File: src/rtl/ifft4_pkg.sv
// Shared definitions for the 4-point streaming inverse FFT: default width,
// inverse twiddle W4^-1 = +j, and the sequencing state encoding.
package ifft4_pkg;

   localparam int W_DEF = 16;

   // W4^-1 = e^(+j*pi/2) = 0 + 1j
   localparam int W4_INV1_RE = 0;
   localparam int W4_INV1_IM = 1;

   typedef enum logic [1:0] {
      ST_COLLECT = 2'd0,
      ST_COMPUTE = 2'd1,
      ST_EMIT    = 2'd2
   } state_e;

endpackage

File: src/rtl/ifft4_core.sv
// Combinational 4-point radix-2 inverse butterfly. Outputs carry two guard
// bits so the unscaled sums never overflow.
module ifft4_core
   import ifft4_pkg::*;
#(
   parameter int W = W_DEF
) (
   input  logic signed [W-1:0] y_re_i [4],
   input  logic signed [W-1:0] y_im_i [4],
   output logic signed [W+1:0] x_re_o [4],
   output logic signed [W+1:0] x_im_o [4]
);

   localparam int WE = W + 2;
   localparam logic signed [WE-1:0] TW_RE = WE'(W4_INV1_RE);
   localparam logic signed [WE-1:0] TW_IM = WE'(W4_INV1_IM);

   logic signed [WE-1:0] e_re [4];
   logic signed [WE-1:0] e_im [4];
   logic signed [WE-1:0] s0_re, s0_im, s1_re, s1_im, s2_re, s2_im, s3_re, s3_im;
   logic signed [WE-1:0] t_re, t_im;

   always_comb begin
      for (int i = 0; i < 4; i++) begin
         e_re[i] = WE'(y_re_i[i]);
         e_im[i] = WE'(y_im_i[i]);
      end
      s0_re = e_re[0] + e_re[2];
      s0_im = e_im[0] + e_im[2];
      s1_re = e_re[0] - e_re[2];
      s1_im = e_im[0] - e_im[2];
      s2_re = e_re[1] + e_re[3];
      s2_im = e_im[1] + e_im[3];
      t_re  = e_re[1] - e_re[3];
      t_im  = e_im[1] - e_im[3];
      // constant twiddle multiply collapses to re=-t.im, im=t.re
      s3_re = TW_RE * t_re - TW_IM * t_im;
      s3_im = TW_RE * t_im + TW_IM * t_re;

      x_re_o[0] = s0_re + s2_re;
      x_im_o[0] = s0_im + s2_im;
      x_re_o[2] = s0_re - s2_re;
      x_im_o[2] = s0_im - s2_im;
      x_re_o[1] = s1_re + s3_re;
      x_im_o[1] = s1_im + s3_im;
      x_re_o[3] = s1_re - s3_re;
      x_im_o[3] = s1_im - s3_im;
   end

endmodule

File: src/rtl/ifft4_stream.sv
// Streaming 4-point inverse FFT: collects a 4-sample frame, transforms it in
// one cycle, then replays the 4 time-domain samples on a valid/ready output.
module ifft4_stream
   import ifft4_pkg::*;
#(
   parameter int W     = W_DEF,
   parameter bit SCALE = 1'b1
) (
   input  logic                clk,
   input  logic                reset,
   input  logic                in_valid,
   output logic                in_ready,
   input  logic signed [W-1:0] in_re,
   input  logic signed [W-1:0] in_im,
   input  logic                in_last,
   output logic                out_valid,
   input  logic                out_ready,
   output logic signed [W-1:0] out_re,
   output logic signed [W-1:0] out_im,
   output logic [1:0]          out_idx,
   output logic                out_last,
   output logic                frame_err
);

   localparam int WE = W + 2;

   state_e state_q, state_d;
   logic [1:0] k_cnt_q, k_cnt_d;
   logic [1:0] n_cnt_q, n_cnt_d;
   logic       frame_err_q, frame_err_d;
   logic       in_fire, out_fire;

   logic signed [W-1:0]  buf_re_q [4];
   logic signed [W-1:0]  buf_im_q [4];
   logic signed [W-1:0]  res_re_q [4];
   logic signed [W-1:0]  res_im_q [4];
   logic signed [WE-1:0] x_re [4];
   logic signed [WE-1:0] x_im [4];
   logic signed [WE-1:0] sh_re [4];
   logic signed [WE-1:0] sh_im [4];
   logic                 unused_guard_bits;

   ifft4_core #(.W(W)) u_core (
      .y_re_i (buf_re_q),
      .y_im_i (buf_im_q),
      .x_re_o (x_re),
      .x_im_o (x_im)
   );

   // guard bits are dropped: after >>>2 they are pure sign, unscaled they wrap
   always_comb begin
      unused_guard_bits = 1'b0;
      for (int i = 0; i < 4; i++) begin
         sh_re[i] = SCALE ? (x_re[i] >>> 2) : x_re[i];
         sh_im[i] = SCALE ? (x_im[i] >>> 2) : x_im[i];
         unused_guard_bits = unused_guard_bits ^ (^sh_re[i][WE-1:W]) ^ (^sh_im[i][WE-1:W]);
      end
   end

   assign in_ready  = (state_q == ST_COLLECT) && !reset;
   assign out_valid = (state_q == ST_EMIT);
   assign in_fire   = in_valid && in_ready;
   assign out_fire  = out_valid && out_ready;
   assign out_re    = res_re_q[n_cnt_q];
   assign out_im    = res_im_q[n_cnt_q];
   assign out_idx   = n_cnt_q;
   assign out_last  = (n_cnt_q == 2'd3);
   assign frame_err = frame_err_q;

   always_comb begin
      state_d     = state_q;
      k_cnt_d     = k_cnt_q;
      n_cnt_d     = n_cnt_q;
      frame_err_d = 1'b0;
      case (state_q)
         ST_COLLECT: begin
            if (in_fire) begin
               if (k_cnt_q != 2'd3) begin
                  if (in_last) begin
                     frame_err_d = 1'b1;
                     k_cnt_d     = 2'd0;
                  end else begin
                     k_cnt_d = k_cnt_q + 2'd1;
                  end
               end else begin
                  frame_err_d = !in_last;
                  k_cnt_d     = 2'd0;
                  state_d     = ST_COMPUTE;
               end
            end
         end
         ST_COMPUTE: begin
            n_cnt_d = 2'd0;
            state_d = ST_EMIT;
         end
         ST_EMIT: begin
            if (out_fire) begin
               n_cnt_d = n_cnt_q + 2'd1;
               if (n_cnt_q == 2'd3) begin
                  state_d = ST_COLLECT;
               end
            end
         end
         default: state_d = ST_COLLECT;
      endcase
   end

   always_ff @(posedge clk) begin
      if (reset) begin
         state_q     <= ST_COLLECT;
         k_cnt_q     <= '0;
         n_cnt_q     <= '0;
         frame_err_q <= 1'b0;
         for (int i = 0; i < 4; i++) begin
            buf_re_q[i] <= '0;
            buf_im_q[i] <= '0;
            res_re_q[i] <= '0;
            res_im_q[i] <= '0;
         end
      end else begin
         state_q     <= state_d;
         k_cnt_q     <= k_cnt_d;
         n_cnt_q     <= n_cnt_d;
         frame_err_q <= frame_err_d;
         if (in_fire) begin
            buf_re_q[k_cnt_q] <= in_re;
            buf_im_q[k_cnt_q] <= in_im;
         end
         if (state_q == ST_COMPUTE) begin
            for (int i = 0; i < 4; i++) begin
               res_re_q[i] <= sh_re[i][W-1:0];
               res_im_q[i] <= sh_im[i][W-1:0];
            end
         end
      end
   end

endmodule

File: config.mk
export PLATFORM = sky130hd
export DESIGN_NAME = ifft4_stream
export DESIGN_NICKNAME = d
export VERILOG_FILES = /design/src/rtl/ifft4_pkg.sv /design/src/rtl/ifft4_core.sv /design/src/rtl/ifft4_stream.sv
export SDC_FILE = /design/constraint.sdc
export NUM_CORES = 1
export LEC_CHECK = 0
export ABC_AREA = 1
export CORE_AREA = 2 2 205 207
export DETAILED_ROUTE_END_ITERATION = 10
export DIE_AREA = 0 0 207 209
export PLACE_DENSITY = 0.72
export SLEW_MARGIN = 20
export SYNTH_ARGS = -nofsm -noshare
export SYNTH_HDL_FRONTEND = slang
export SYNTH_SLANG_ARGS = --single-unit
File: constraint.sdc
create_clock -name clk -period 11.9 [get_ports clk]
set_input_delay 1.19 -clock clk [delete_from_list [all_inputs] [get_ports clk]]
set_output_delay 1.19 -clock clk [all_outputs]
set_load 0.05 [all_outputs]
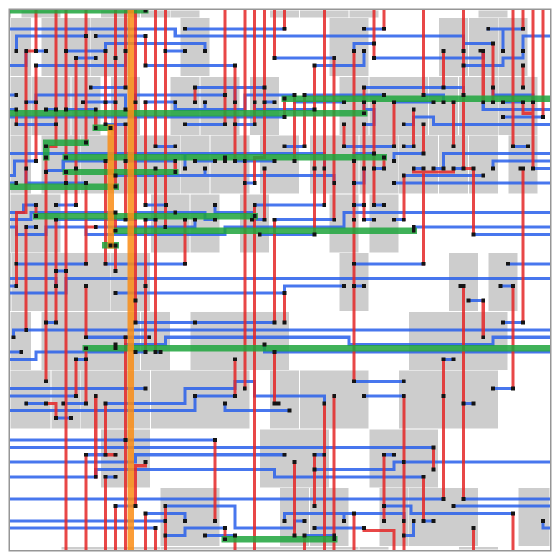
*Close-up of the layout, run 1*
Region (143, 144) to (168, 169) µm. Cells in gray, sequential cells in the stronger gray; small squares are vias.
met3: in green. met4: in orange. met1: in blue. met2: in red.
Most frequent: nand2_1 (14), inv_1 (10). Sequential cells in the window: 0. 62 logic cells have their middle in the window.

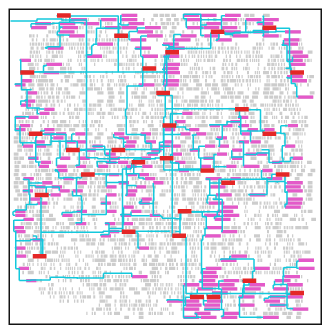
*Routed clock nets over the placement, run 1*
Drawn at 1.5 px/µm.
flip-flops: in magenta, count 265. clock wires: in cyan, length 3890 µm. cells driving clock nets: in red, count 30.
There are 31 routed clock nets.
Clk pwr share: 26.8%
Latency at later pin: 0.61 ns
clock skew: 0.03505 ns

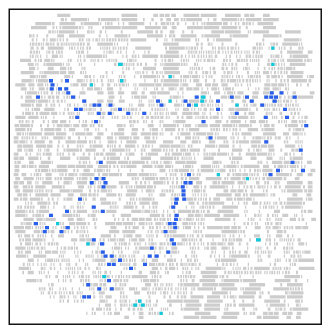
*Selected gate families, run 1*
Drawn at 1.5 px/µm.
AND-OR and OR-AND gates: in cyan, cells 21, most used a21o_1. XOR/XNOR gates: in blue, cells 107, most used xor2_1.
most used logic cell in the final layout: nand2_1
post-route insts no fill: 3703
logic share of the area: 55.92%

==> results.cfg, run 1 <==
; implementation run metrics
[status]
status = completed

[floorplan]
tapCellCount = 539
core_um2 = 41290

[placement]
placed_area_um2 = 23330
dpl.hpwl_mm = 53.92

[global_routing]
grt_pass1_wl_mm = 108.0
grt_pass1_vias = 20133

[layout]
layout-drive-gt1-share_pct = 4.995
num-nonclk-inverters = 440
seq_share_pct = 27.10
fin_util_pct = 58.88
seq_area_um2 = 6588

[yosys]
ys_seq_share_pct = 29.44
ys_top_logic_family = simple AND/OR/NAND/NOR gates
top_cells_by_count = nand2_1, a21oi_1, inv_1
yosys.area_share.xor_xnor_pct = 4.189
edf_count = 128
synth_nets = 3471
ys_ff = 265
ys.flop_type = dfxtp_1
synth.distinct_cells = 50
mux_area_share_pct = 0

[final_timing]
timing.setup.tns_ns = 0
fmax_mhz = 215.9
worst_slack_ns = 7.268

[worst_setup_path]
slowest_stage = clkdlybuf4s50_1
cp_top_family = buffers and inverters
r2r_end = res_re_q[3][15]

[pwr]
swShare_pct = 41.29
maxPowerGroup = combinational cells
p_int_w = 0.002028
share_comb_of_total_power_pct = 44.2

[drt]
route.met3.wl_mm = 6.521
initialDrtViolationCount = 2004
### Metal 1, run 1

Drawn at 1.5 px/µm.
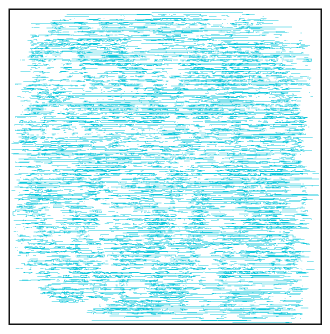

==> run 2, diff against run 1 <==
==> constraint.sdc (replaced) <==
create_clock -name clk -period 4.4 [get_ports clk]
set_input_delay 0.44 -clock clk [delete_from_list [all_inputs] [get_ports clk]]
set_output_delay 0.44 -clock clk [all_outputs]
set_load 0.05 [all_outputs]
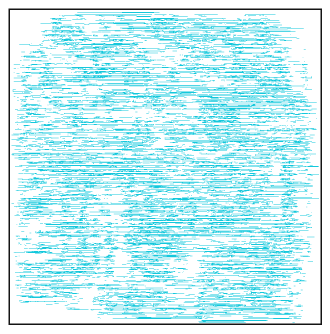
*Metal 1, run 2*
Drawn at 1.5 px/µm.
The wires run mostly horizontal. 3229 nets have wire on it. The layer carries 31.1 mm of wire.
M1 GR Usage: 43.74%
via count: 21455

==> run 2 against run 1 <==
Worst hold slack worse by 0.16 ns. Register-to-register slack worse by 7.2 ns. First-iteration DRC count down 0.80%. Utilization up 1.1 points. Synthesized cell count unchanged. Die area unchanged. Non-clock buffer count up 32. Sequential power rose to 2.7 times the previous value. Clock power rose to 2.8 times the previous value. Critical endpoint is now res_re_q[2][13]. Largest power group unchanged.
==> results.cfg, run 2 <==
; implementation run metrics
[drt]
initialDrtViolationCount = 1988
dr_wl_met2_mm = 30.57
wl_mm = 69.83
route.met3.wl_mm = 6.079

[placement]
placed_area_um2 = 23550
dpl.hpwl_mm = 55.33

[layout]
num-nonclk-inverters = 440
lay_top_count = nand2_1
fin_util_pct = 59.98
seq_share_pct = 26.60
layout-drive-gt1-share_pct = 7.004
final_cell_count_no_fill = 3737
seq_area_um2 = 6588

[worst_setup_path]
arrival_ns = 4.55
cp_top_family = AND-OR/OR-AND gates
slowest_stage = fa_1
r2r_end = res_re_q[2][13]

[cts]
clock_latency_ns = 0.61
cts.sinks = 265
ctsHtreeMaxLevel = 1

[floorplan]
tapCellCount = 539
core_um2 = 41290

[final_timing]
timing.setup.tns_ns = 0
clock_skew_ns = 0.01446
setup_viol = 0
worst_slack_ns = 0.1947

[yosys]
yosys.area_share.xor_xnor_pct = 4.189
synth.distinct_cells = 50
ys_cells = 3164
simple_gate_share_pct = 21.14
ys_ff = 265
mux_area_share_pct = 0
ys.flop_type = dfxtp_1
ys_top_logic_family = simple AND/OR/NAND/NOR gates
edf_count = 128
top_cells_by_count = nand2_1, a21oi_1, inv_1
ys_seq_share_pct = 29.44
synth_nets = 3471

[pwr]
p_int_w = 0.005678
maxPowerGroup = combinational cells
power.share.sequential_pct = 28.0
p_clk_share_pct = 26.5
swShare_pct = 41.35

[global_routing]
grt_pass1_wl_mm = 108.7
grt_pass1_vias = 20125

[status]
status = completed
### Close-up of the layout, run 2

Region (143, 144) to (168, 169) µm. Cells in gray, sequential cells in the stronger gray; small squares are vias.
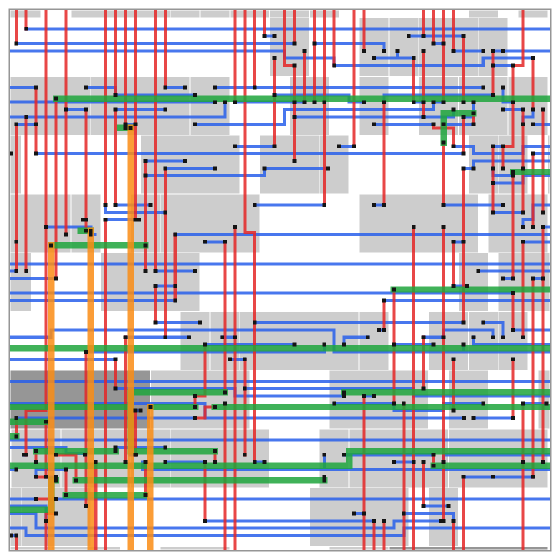

==> run 3, diff against run 2 <==
--- a/config.mk
+++ b/config.mk
@@ -10,7 +10,8 @@
 export DETAILED_ROUTE_END_ITERATION = 10
 export DIE_AREA = 0 0 207 209
 export PLACE_DENSITY = 0.72
-export SLEW_MARGIN = 20
+export SLEW_MARGIN = 0
 export SYNTH_ARGS = -nofsm -noshare
 export SYNTH_HDL_FRONTEND = slang
 export SYNTH_SLANG_ARGS = --single-unit
+export TNS_END_PERCENT = 5
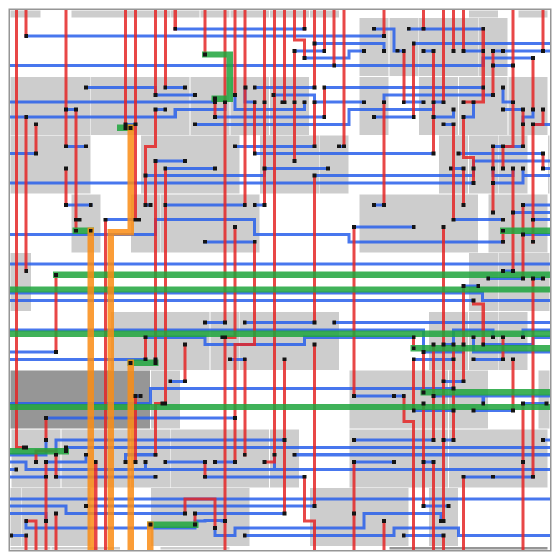
*Close-up of the layout, run 3*
Region (143, 144) to (168, 169) µm. Cells in gray, sequential cells in the stronger gray; small squares are vias.
met2: in red. met3: in green. met1: in blue. met4: in orange.
48 logic cells have their middle in the window. Most frequent: ha_1 (14), inv_1 (9), nand2_1 (5). Sequential cells in the window: 1. Netlist names of flops here include `res_im_q` (1).

==> run 3 against run 2 <==
Non-clock buffer count up 1. Global-route usage about the same. Routed wire length decreased by 0.35%. Maximum frequency decreased by 1.2%. Design area about the same. Critical path type unchanged.
==> results.cfg, run 3 <==
; implementation run metrics
[status]
status = completed

[yosys]
ys_cells = 3164
top_cells_by_count = nand2_1, a21oi_1, inv_1
ys.flop_type = dfxtp_1
edf_count = 128
mux_area_share_pct = 0
synth.distinct_cells = 50

[drt]
initialDrtViolationCount = 2025
route.met3.wl_mm = 5.476
dr_wl_met2_mm = 30.23

[final_timing]
clock_skew_ns = 0.02082
timing.setup.tns_ns = 0
fmax_mhz = 235.1

[pwr]
maxPowerGroup = combinational cells
share_comb_of_total_power_pct = 45.3

[worst_setup_path]
r2r_end = res_re_q[2][13]
slowest_stage = fa_1

[global_routing]
grt_pass1_vias = 20254
met1_usage_pct = 43.77

[layout]
seq_share_pct = 26.59
fin_util_pct = 60.01

[floorplan]
core_um2 = 41290
tapCellCount = 539

[placement]
dpl.hpwl_mm = 55.36
No activity file was given, so power comes from the tool's default toggle rates.
